## src/rtl/wb_arbiter.sv

```systemverilog
// wb_arbiter: shares one register-file write port between the load path and
// the ALU path. Loads always win; ALU results that lose the port wait in a
// small in-order holding buffer and drain when the port is free.
module wb_arbiter #(
    parameter int DATA_W = 16,
    parameter int ADDR_W = 3,
    parameter int DEPTH  = 2
) (
    input  logic                       clk,
    input  logic                       rst_n,
    input  logic                       alu_valid,
    input  logic [ADDR_W-1:0]          alu_rd,
    input  logic [DATA_W-1:0]          alu_data,
    input  logic                       mem_valid,
    input  logic [ADDR_W-1:0]          mem_rd,
    input  logic [DATA_W-1:0]          mem_data,
    output logic                       rf_we,
    output logic [ADDR_W-1:0]          rf_waddr,
    output logic [DATA_W-1:0]          rf_wdata,
    output logic                       alu_stall,
    output logic [$clog2(DEPTH):0]     buf_count,
    output logic                       ovf_err
);

    localparam int PW = $clog2(DEPTH);
    localparam int CW = PW + 1;
    localparam logic [CW-1:0] DEPTH_C = CW'(DEPTH);

    typedef struct packed {
        logic [ADDR_W-1:0] rd;
        logic [DATA_W-1:0] data;
    } wb_entry_t;

    wb_entry_t [DEPTH-1:0] buf_q, buf_d;
    logic [PW-1:0]         rd_ptr_q, rd_ptr_d;
    logic [PW-1:0]         wr_ptr_q, wr_ptr_d;
    logic [CW-1:0]         count_q, count_d;
    logic                  ovf_q, ovf_d;
    logic                  we_q, we_d;
    logic [ADDR_W-1:0]     waddr_q, waddr_d;
    logic [DATA_W-1:0]     wdata_q, wdata_d;

    logic      buf_empty, buf_full;
    logic      sel_buf, sel_alu;
    logic      enq, deq, drop;
    wb_entry_t head;

    // Arbitration: load first, then buffer head, then ALU bypass (empty buffer only)
    always_comb begin
        buf_empty = (count_q == '0);
        buf_full  = (count_q == DEPTH_C);
        head      = buf_q[rd_ptr_q];
        sel_buf   = !mem_valid && !buf_empty;
        sel_alu   = !mem_valid && buf_empty && alu_valid;
        deq       = sel_buf;
        // A full buffer still accepts when the head drains on the same edge.
        enq       = alu_valid && !sel_alu && (!buf_full || deq);
        drop      = alu_valid && !sel_alu && !enq;
    end

    // Next-state for write port, buffer storage, pointers, occupancy, overflow
    always_comb begin
        we_d     = 1'b0;
        waddr_d  = waddr_q;
        wdata_d  = wdata_q;
        buf_d    = buf_q;
        rd_ptr_d = rd_ptr_q;
        wr_ptr_d = wr_ptr_q;
        count_d  = count_q;
        ovf_d    = ovf_q | drop;

        if (mem_valid) begin
            we_d    = 1'b1;
            waddr_d = mem_rd;
            wdata_d = mem_data;
        end else if (sel_buf) begin
            we_d    = 1'b1;
            waddr_d = head.rd;
            wdata_d = head.data;
        end else if (sel_alu) begin
            we_d    = 1'b1;
            waddr_d = alu_rd;
            wdata_d = alu_data;
        end

        if (enq) begin
            buf_d[wr_ptr_q].rd   = alu_rd;
            buf_d[wr_ptr_q].data = alu_data;
        end

        // Power-of-two depth lets the pointers wrap by natural overflow.
        rd_ptr_d = rd_ptr_q + PW'(deq);
        wr_ptr_d = wr_ptr_q + PW'(enq);
        count_d  = count_q + CW'(enq) - CW'(deq);
    end

    // State registers; reset clears everything, discarding buffered entries
    always_ff @(posedge clk or negedge rst_n) begin
        if (!rst_n) begin
            we_q     <= 1'b0;
            waddr_q  <= '0;
            wdata_q  <= '0;
            buf_q    <= '0;
            rd_ptr_q <= '0;
            wr_ptr_q <= '0;
            count_q  <= '0;
            ovf_q    <= 1'b0;
        end else begin
            we_q     <= we_d;
            waddr_q  <= waddr_d;
            wdata_q  <= wdata_d;
            buf_q    <= buf_d;
            rd_ptr_q <= rd_ptr_d;
            wr_ptr_q <= wr_ptr_d;
            count_q  <= count_d;
            ovf_q    <= ovf_d;
        end
    end

    assign rf_we     = we_q;
    assign rf_waddr  = waddr_q;
    assign rf_wdata  = wdata_q;
    assign buf_count = count_q;
    assign alu_stall = (count_q == DEPTH_C);
    assign ovf_err   = ovf_q;

endmodule

```

## config.mk

```make
export PLATFORM = sky130hd
export DESIGN_NAME = wb_arbiter
export DESIGN_NICKNAME = d
export VERILOG_FILES = /design/src/rtl/wb_arbiter.sv
export SDC_FILE = /design/constraint.sdc
export NUM_CORES = 1
export LEC_CHECK = 0
export CAP_MARGIN = 20
export CORE_MARGIN = 3
export CORE_UTILIZATION = 46
export DETAILED_ROUTE_END_ITERATION = 8
export GPL_TIMING_DRIVEN = 1
export PLACE_DENSITY_LB_ADDON = 0.25
export SLEW_MARGIN = 25
export SYNTH_ARGS = -nofsm -noshare
export SYNTH_HDL_FRONTEND = slang
export SYNTH_SLANG_ARGS = --single-unit
```

## constraint.sdc

```tcl
create_clock -name clk -period 2 [get_ports clk]
set_input_delay 0.6 -clock clk [delete_from_list [all_inputs] [get_ports clk]]
set_output_delay 0.6 -clock clk [all_outputs]
set_load 0.01 [all_outputs]
```

### Met1 routing, run 1

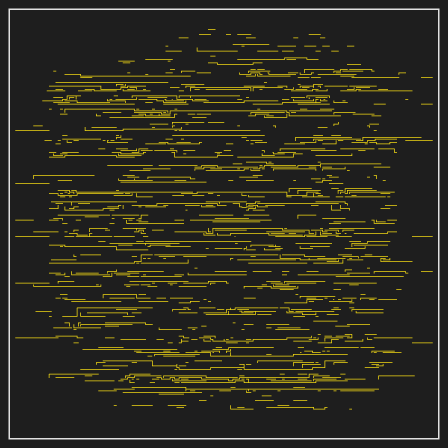
longest straight run: 39.6 um
nets with wire on the layer: 378

### Where the registers sit, run 1

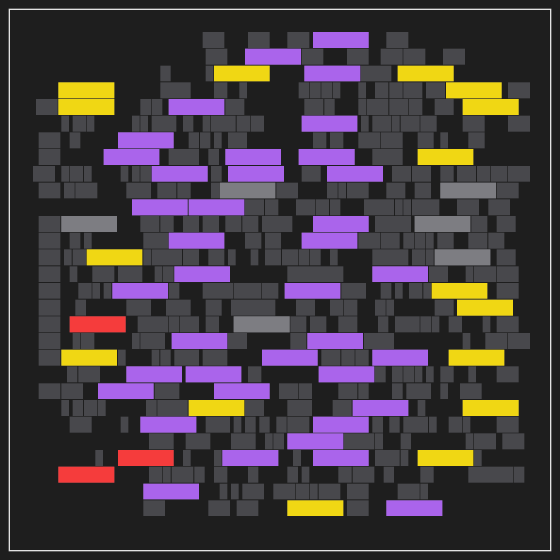
legend:
  yellow:
    netlist_name: rf_wdata
    placed_flops: 16
    where: spread over the die
  red:
    netlist_name: rf_waddr
    placed_flops: 3
  purple:
    netlist_name: buf_q
    placed_flops: 38
final core occ: 63.4%
sequential share of cell area: 38.7%

==> impl_metrics.py, run 1 <==
# Auto-generated metrics
metrics = {
    "layout": {
        "drive_above_1_share_pct": 22.9,
        "areaGrowthSynthToFinish_pct": 32.2,
        "comb_area_share_pct": 31.9,
        "clock_area_share_pct": 4.18,
    },
    "power_and_ir_drop": {
        "vdd_drop_max_v": 0.000636,
        "p_comb_w": 0.00259,
        "maxPowerGroup": "combinational cells",
        "p_leak_nw": 1.81,
        "p_total_w": 0.00576,
        "p_seq_w": 0.00217,
        "pwr-share-comb_pct": 45.0,
    },
    "synthesis": {
        "synthTopCellsByCount": "dfrtp_1 (63), nand2_1 (35), o21ai_0 (30)",
        "ys_sh_xor_pct": 0.853,
        "top_area_cell": "dfrtp_1",
        "ys_chip_area_mm2": 0.00308,
        "ys_warn_count": 0,
        "async_reset_ff_share_pct": 100,
        "netlist_instances": 302,
    },
    "critical_path": {
        "arrival_ps": 1340,
        "r2r_end": "buf_q[36]",
        "setup.worst_path.class": "register to primary output",
        "cp_slowest_cell": "clkdlybuf4s50_1",
        "r2r_cells": 7,
        "slowest_delay_ps": 530,
    },
    "global_routing": {
        "antenna_found_initial": 0,
        "top_usage_layer": "met2",
    },
    "detailed_routing": {
        "wl_met1_um": 3420,
        "dr.pass1.iters": 5,
    },
    "placement": {
        "placed_area_mm2": 0.00389,
    },
    "sta": {
        "setup_violations": 0,
        "hold_viol_final": 0,
        "worst_pin_slew_ps": 359,
        "min_period_over_period_pct": 97.0,
    },
    "die": {
        "rows": 29,
    },
    "run_status": {
        "outcome": "completed",
    },
}
### Clock wires, drivers and flops, run 1

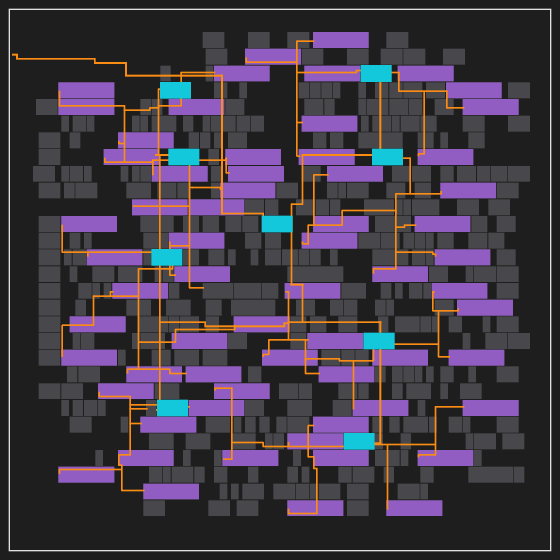
legend:
  purple:
    item: flip-flops
    count: 63
  cyan:
    item: cells driving clock nets
    count: 9
  orange:
    item: clock wires
    length: 848 um
routed clock nets: 10
Post-Route Skew: 10.2 ps
P_clk: 0.000998 W

### Nets reached from selected ports, run 1

Bar = 20 um.
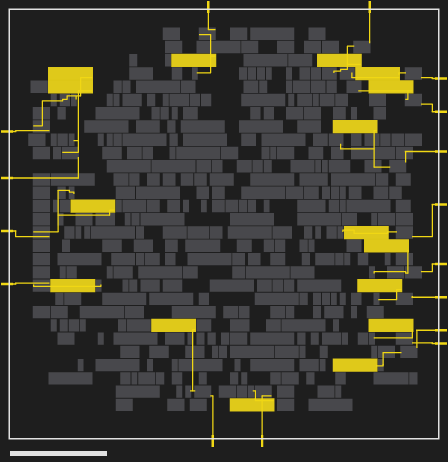

==> run 2, diff against run 1 <==
--- a/config.mk
+++ b/config.mk
@@ -6,11 +6,13 @@
 export NUM_CORES = 1
 export LEC_CHECK = 0
 export CAP_MARGIN = 20
+export CELL_PAD_IN_SITES_DETAIL_PLACEMENT = 1
+export CELL_PAD_IN_SITES_GLOBAL_PLACEMENT = 2
 export CORE_MARGIN = 3
-export CORE_UTILIZATION = 46
+export CORE_UTILIZATION = 29
 export DETAILED_ROUTE_END_ITERATION = 8
 export GPL_TIMING_DRIVEN = 1
-export PLACE_DENSITY_LB_ADDON = 0.25
+export PLACE_DENSITY = 0.78
 export SLEW_MARGIN = 25
 export SYNTH_ARGS = -nofsm -noshare
 export SYNTH_HDL_FRONTEND = slang
### Nets reached from selected ports, run 2

Bar = 20 um.
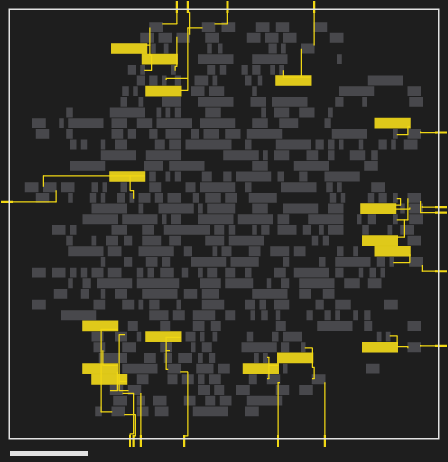
legend:
  yellow:
    port: rf_wdata
    direction: output
    edge: 6 bottom, 5 right, 4 top, 1 left
    end_cells: 16
    wire: 385 um

==> impl_metrics.py, run 2 <==
# Auto-generated metrics
metrics = {
    "clocking": {
        "cts_buffers": 9,
        "cts_resized": 6,
        "ctsHoldBuffers": 0,
        "clk_path_buf_depth": 2,
        "cts_tree": "yes",
        "cts_sinks": 63,
    },
    "synthesis": {
        "simple_gate_share_pct": 14.8,
        "topCellsByArea": "dfrtp_1 (51%), mux2_2 (7.7%), o21ai_0 (4.9%)",
        "top_area_cell": "dfrtp_1",
        "ys_sh_xor_pct": 0.853,
        "synth.top_cell.area_share_pct": 51.2,
        "ys_warn_count": 0,
        "synth_flops": 63,
        "fa_ha_area_share_pct": 1.22,
        "async_reset_ff_share_pct": 100,
        "netlist_instances": 302,
        "mappedNetlistArea_mm2": 0.00308,
        "synthTopCellsByCount": "dfrtp_1 (63), nand2_1 (35), o21ai_0 (30)",
        "ys_chip_area_mm2": 0.00308,
        "yosysUniqueCellTypes": 31,
        "ys_cells": 302,
    },
    "layout": {
        "comb_area_share_pct": 30.3,
        "clock_area_share_pct": 4.43,
        "sh_seq_area_pct": 37.0,
        "drive_above_1_share_pct": 23.7,
        "mostFrequentLayoutCell": "dfrtp_1",
        "buf_share_pct": 22.5,
        "ff_count": 63,
        "instances_no_fill": 525,
        "regArea_mm2": 0.00158,
        "nFillCells": 1161,
        "design_area_mm2": 0.00426,
        "post-route-util_pct": 41.3,
        "areaGrowthSynthToFinish_pct": 38.2,
        "logic_area_mm2": 0.00129,
        "antennaDiodeCount": 0,
    },
    "critical_path": {
        "cp_slowest_cell": "clkdlybuf4s50_1",
        "cp_top_family": "buffers and inverters",
        "r2r_end": "buf_q[11]",
        "r2r_start": "buf_count[0]",
        "crit_path_end_kind": "register",
        "r2r_cells": 7,
        "setup.worst_path.class": "input pin to register",
        "slowest_delay_ps": 470,
        "arrival_ps": 2170,
    },
    "run_status": {
        "outcome": "completed",
    },
    "power_and_ir_drop": {
        "p_per_area_mw_per_mm2": 1410,
        "p_seq_share_pct": 35.7,
        "pwr-share-comb_pct": 46.1,
        "p_int_w": 0.00395,
        "p_leak_nw": 1.86,
        "vdd_drop_max_v": 0.000498,
        "maxPowerGroup": "combinational cells",
        "p_total_w": 0.00601,
        "p_seq_w": 0.00214,
        "p_comb_w": 0.00277,
        "power_clock_w": 0.00109,
    },
    "placement": {
        "placed_area_mm2": 0.00401,
        "pre_cts_ws_ps": -389,
        "finalWeightedCongestion": 0.746,
    },
    "sta": {
        "slew_headroom_pct": 78.8,
        "fin_ws_ps": 73.2,
        "finalSetupTns_ps": 0,
        "fin_skew_ps": 9.34,
        "worst_pin_slew_ps": 317,
        "max_freq_ghz": 0.519,
        "rsz0062_at_grt": "false",
        "setup_violations": 0,
        "min_period_over_period_pct": 96.3,
        "hold_viol_final": 0,
    },
    "global_routing": {
        "gr-usage-met3_pct": 2.55,
        "top_usage_layer": "met2",
        "overflow": 0,
        "antenna_found_initial": 0,
        "met2_usage_pct": 27.3,
    },
    "worst_hold_path": {
        "hold_path.class": "input pin to asynchronous set/reset pin",
    },
    "die": {
        "design.portCount": 66,
        "fp.coreArea_mm2": 0.0103,
        "rows": 37,
    },
    "detailed_routing": {
        "wl_met1_um": 3810,
        "wl_met3_um": 295,
        "dr.pass1.iters": 4,
        "wl_per_cell_um": 16.7,
        "vias_per_cell": 4.87,
    },
}
### Track usage over the die, run 2

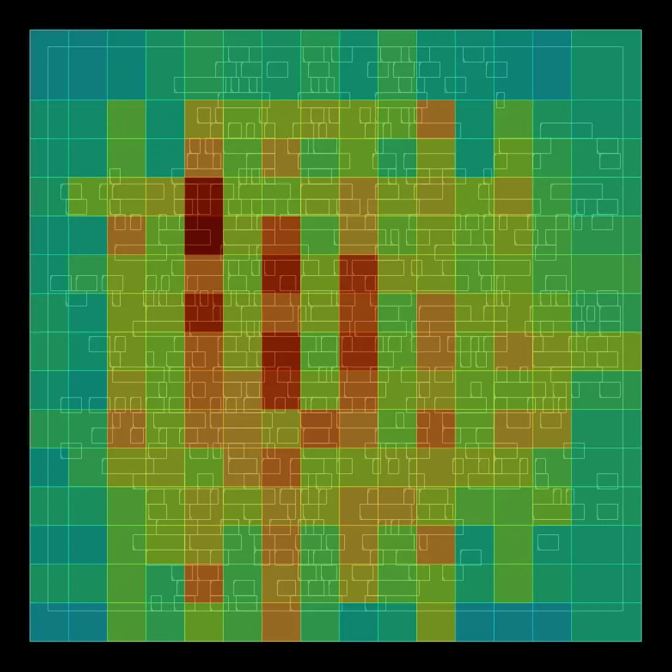

==> run 3, diff against run 2 <==
--- a/config.mk
+++ b/config.mk
@@ -5,14 +5,15 @@
 export SDC_FILE = /design/constraint.sdc
 export NUM_CORES = 1
 export LEC_CHECK = 0
-export CAP_MARGIN = 20
 export CELL_PAD_IN_SITES_DETAIL_PLACEMENT = 1
 export CELL_PAD_IN_SITES_GLOBAL_PLACEMENT = 2
 export CORE_MARGIN = 3
 export CORE_UTILIZATION = 29
+export CTS_CLUSTER_SIZE = 24
 export DETAILED_ROUTE_END_ITERATION = 8
 export GPL_TIMING_DRIVEN = 1
 export PLACE_DENSITY = 0.78
+export SKIP_CTS_REPAIR_TIMING = 1
 export SLEW_MARGIN = 25
 export SYNTH_ARGS = -nofsm -noshare
 export SYNTH_HDL_FRONTEND = slang
### Track usage over the die, run 3

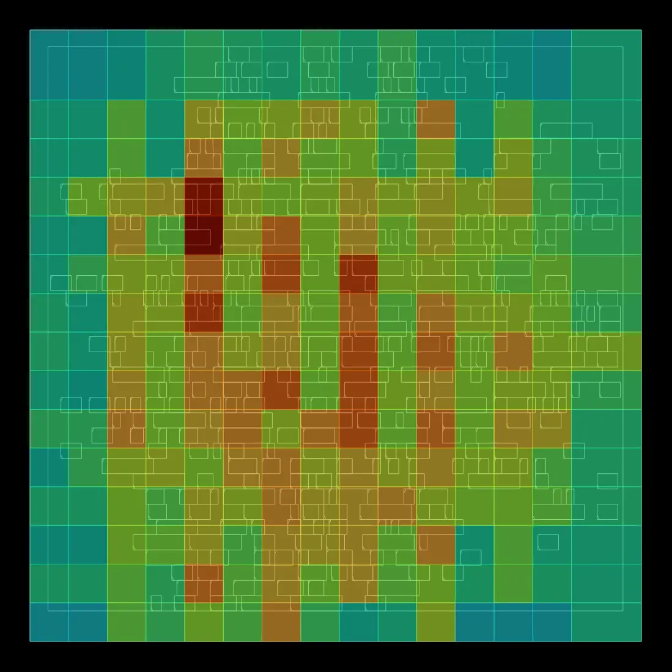
met1 GRT Util: 19.1%
final core occ: 41.8%

==> impl_metrics.py, run 3 <==
# Auto-generated metrics
metrics = {
    "synthesis": {
        "ys_warn_count": 0,
        "simple_gate_share_pct": 14.8,
        "async_reset_ff_share_pct": 100,
        "netlist_instances": 302,
        "mappedNetlistArea_mm2": 0.00308,
        "synthTopCellsByCount": "dfrtp_1 (63), nand2_1 (35), o21ai_0 (30)",
        "yosysUniqueCellTypes": 31,
        "most_common_cell": "dfrtp_1",
        "ys_chip_area_mm2": 0.00308,
        "ys_cells": 302,
        "topCellsByArea": "dfrtp_1 (51%), mux2_2 (7.7%), o21ai_0 (4.9%)",
        "fa_ha_area_share_pct": 1.22,
        "top_area_cell": "dfrtp_1",
    },
    "clocking": {
        "clk_path_buf_depth": 2,
        "cts_sinks": 63,
        "clk_pin_slew_ps": 70,
        "cts_tree": "yes",
    },
    "global_routing": {
        "met2_usage_pct": 26.8,
        "gr-usage-met3_pct": 2.49,
        "overflow": 0,
        "top_usage_layer": "met2",
    },
    "worst_hold_path": {
        "hold_path.class": "input pin to asynchronous set/reset pin",
    },
    "placement": {
        "pre_cts_ws_ps": -389,
        "placed_area_mm2": 0.00401,
        "finalWeightedCongestion": 0.746,
    },
    "detailed_routing": {
        "wl_per_cell_um": 16.8,
        "dr_wl_met2_um": 4520,
        "remaining_drc_errors": 0,
        "wl_met1_um": 3890,
        "wl_met3_um": 296,
        "vias_per_cell": 4.82,
        "dr.pass1.iters": 4,
    },
    "layout": {
        "largest_class": "flip-flops and latches",
        "buf_share_pct": 22.8,
        "areaGrowthSynthToFinish_pct": 39.9,
        "comb_area_share_pct": 30.6,
        "design_area_mm2": 0.00431,
        "instances_no_fill": 526,
        "nFillCells": 1153,
        "ff_count": 63,
        "sh_seq_area_pct": 36.6,
        "regArea_mm2": 0.00158,
        "antennaDiodeCount": 0,
        "drive_above_1_share_pct": 24.6,
        "clock_area_share_pct": 4.38,
        "largest_register": "buf_q",
        "logic_area_mm2": 0.00132,
    },
    "sta": {
        "slew_headroom_pct": 79.4,
        "min_period_over_period_pct": 93.1,
        "setup_violations": 0,
        "fin_ws_ps": 138,
        "hold_viol_final": 0,
        "finalSetupTns_ps": 0,
        "max_freq_ghz": 0.537,
        "rsz0062_at_grt": "false",
    },
    "power_and_ir_drop": {
        "p_leak_nw": 1.90,
        "p_seq_share_pct": 35.3,
        "pwr-share-comb_pct": 46.7,
        "power_clock_w": 0.00110,
        "p_total_w": 0.00608,
        "p_seq_w": 0.00215,
        "p_per_area_mw_per_mm2": 1410,
        "maxPowerGroup": "combinational cells",
        "p_comb_w": 0.00284,
        "p_int_w": 0.00398,
    },
    "critical_path": {
        "slowest_delay_ps": 550,
        "crit_path_end": "rf_wdata[10]",
        "crit_path_end_kind": "primary output",
        "start_kind": "register",
        "cp_slowest_cell": "clkdlybuf4s50_1",
        "r2r_cells": 8,
        "cp.required_ps": 1400,
        "r2r_start": "buf_count[1]",
        "setup.worst_path.class": "register to primary output",
        "cp_top_family": "buffers and inverters",
        "cp.depth": 1,
        "path_cells": "clkdlybuf4s50_1",
        "r2r_end": "buf_q[11]",
        "arrival_ps": 1260,
        "critPathBufInv": 1,
    },
    "run_status": {
        "outcome": "completed",
    },
    "die": {
        "fp.coreArea_mm2": 0.0103,
        "design.portCount": 66,
        "rows": 37,
    },
}
Power figures rest on the tool's default switching activity, not on a simulated workload.
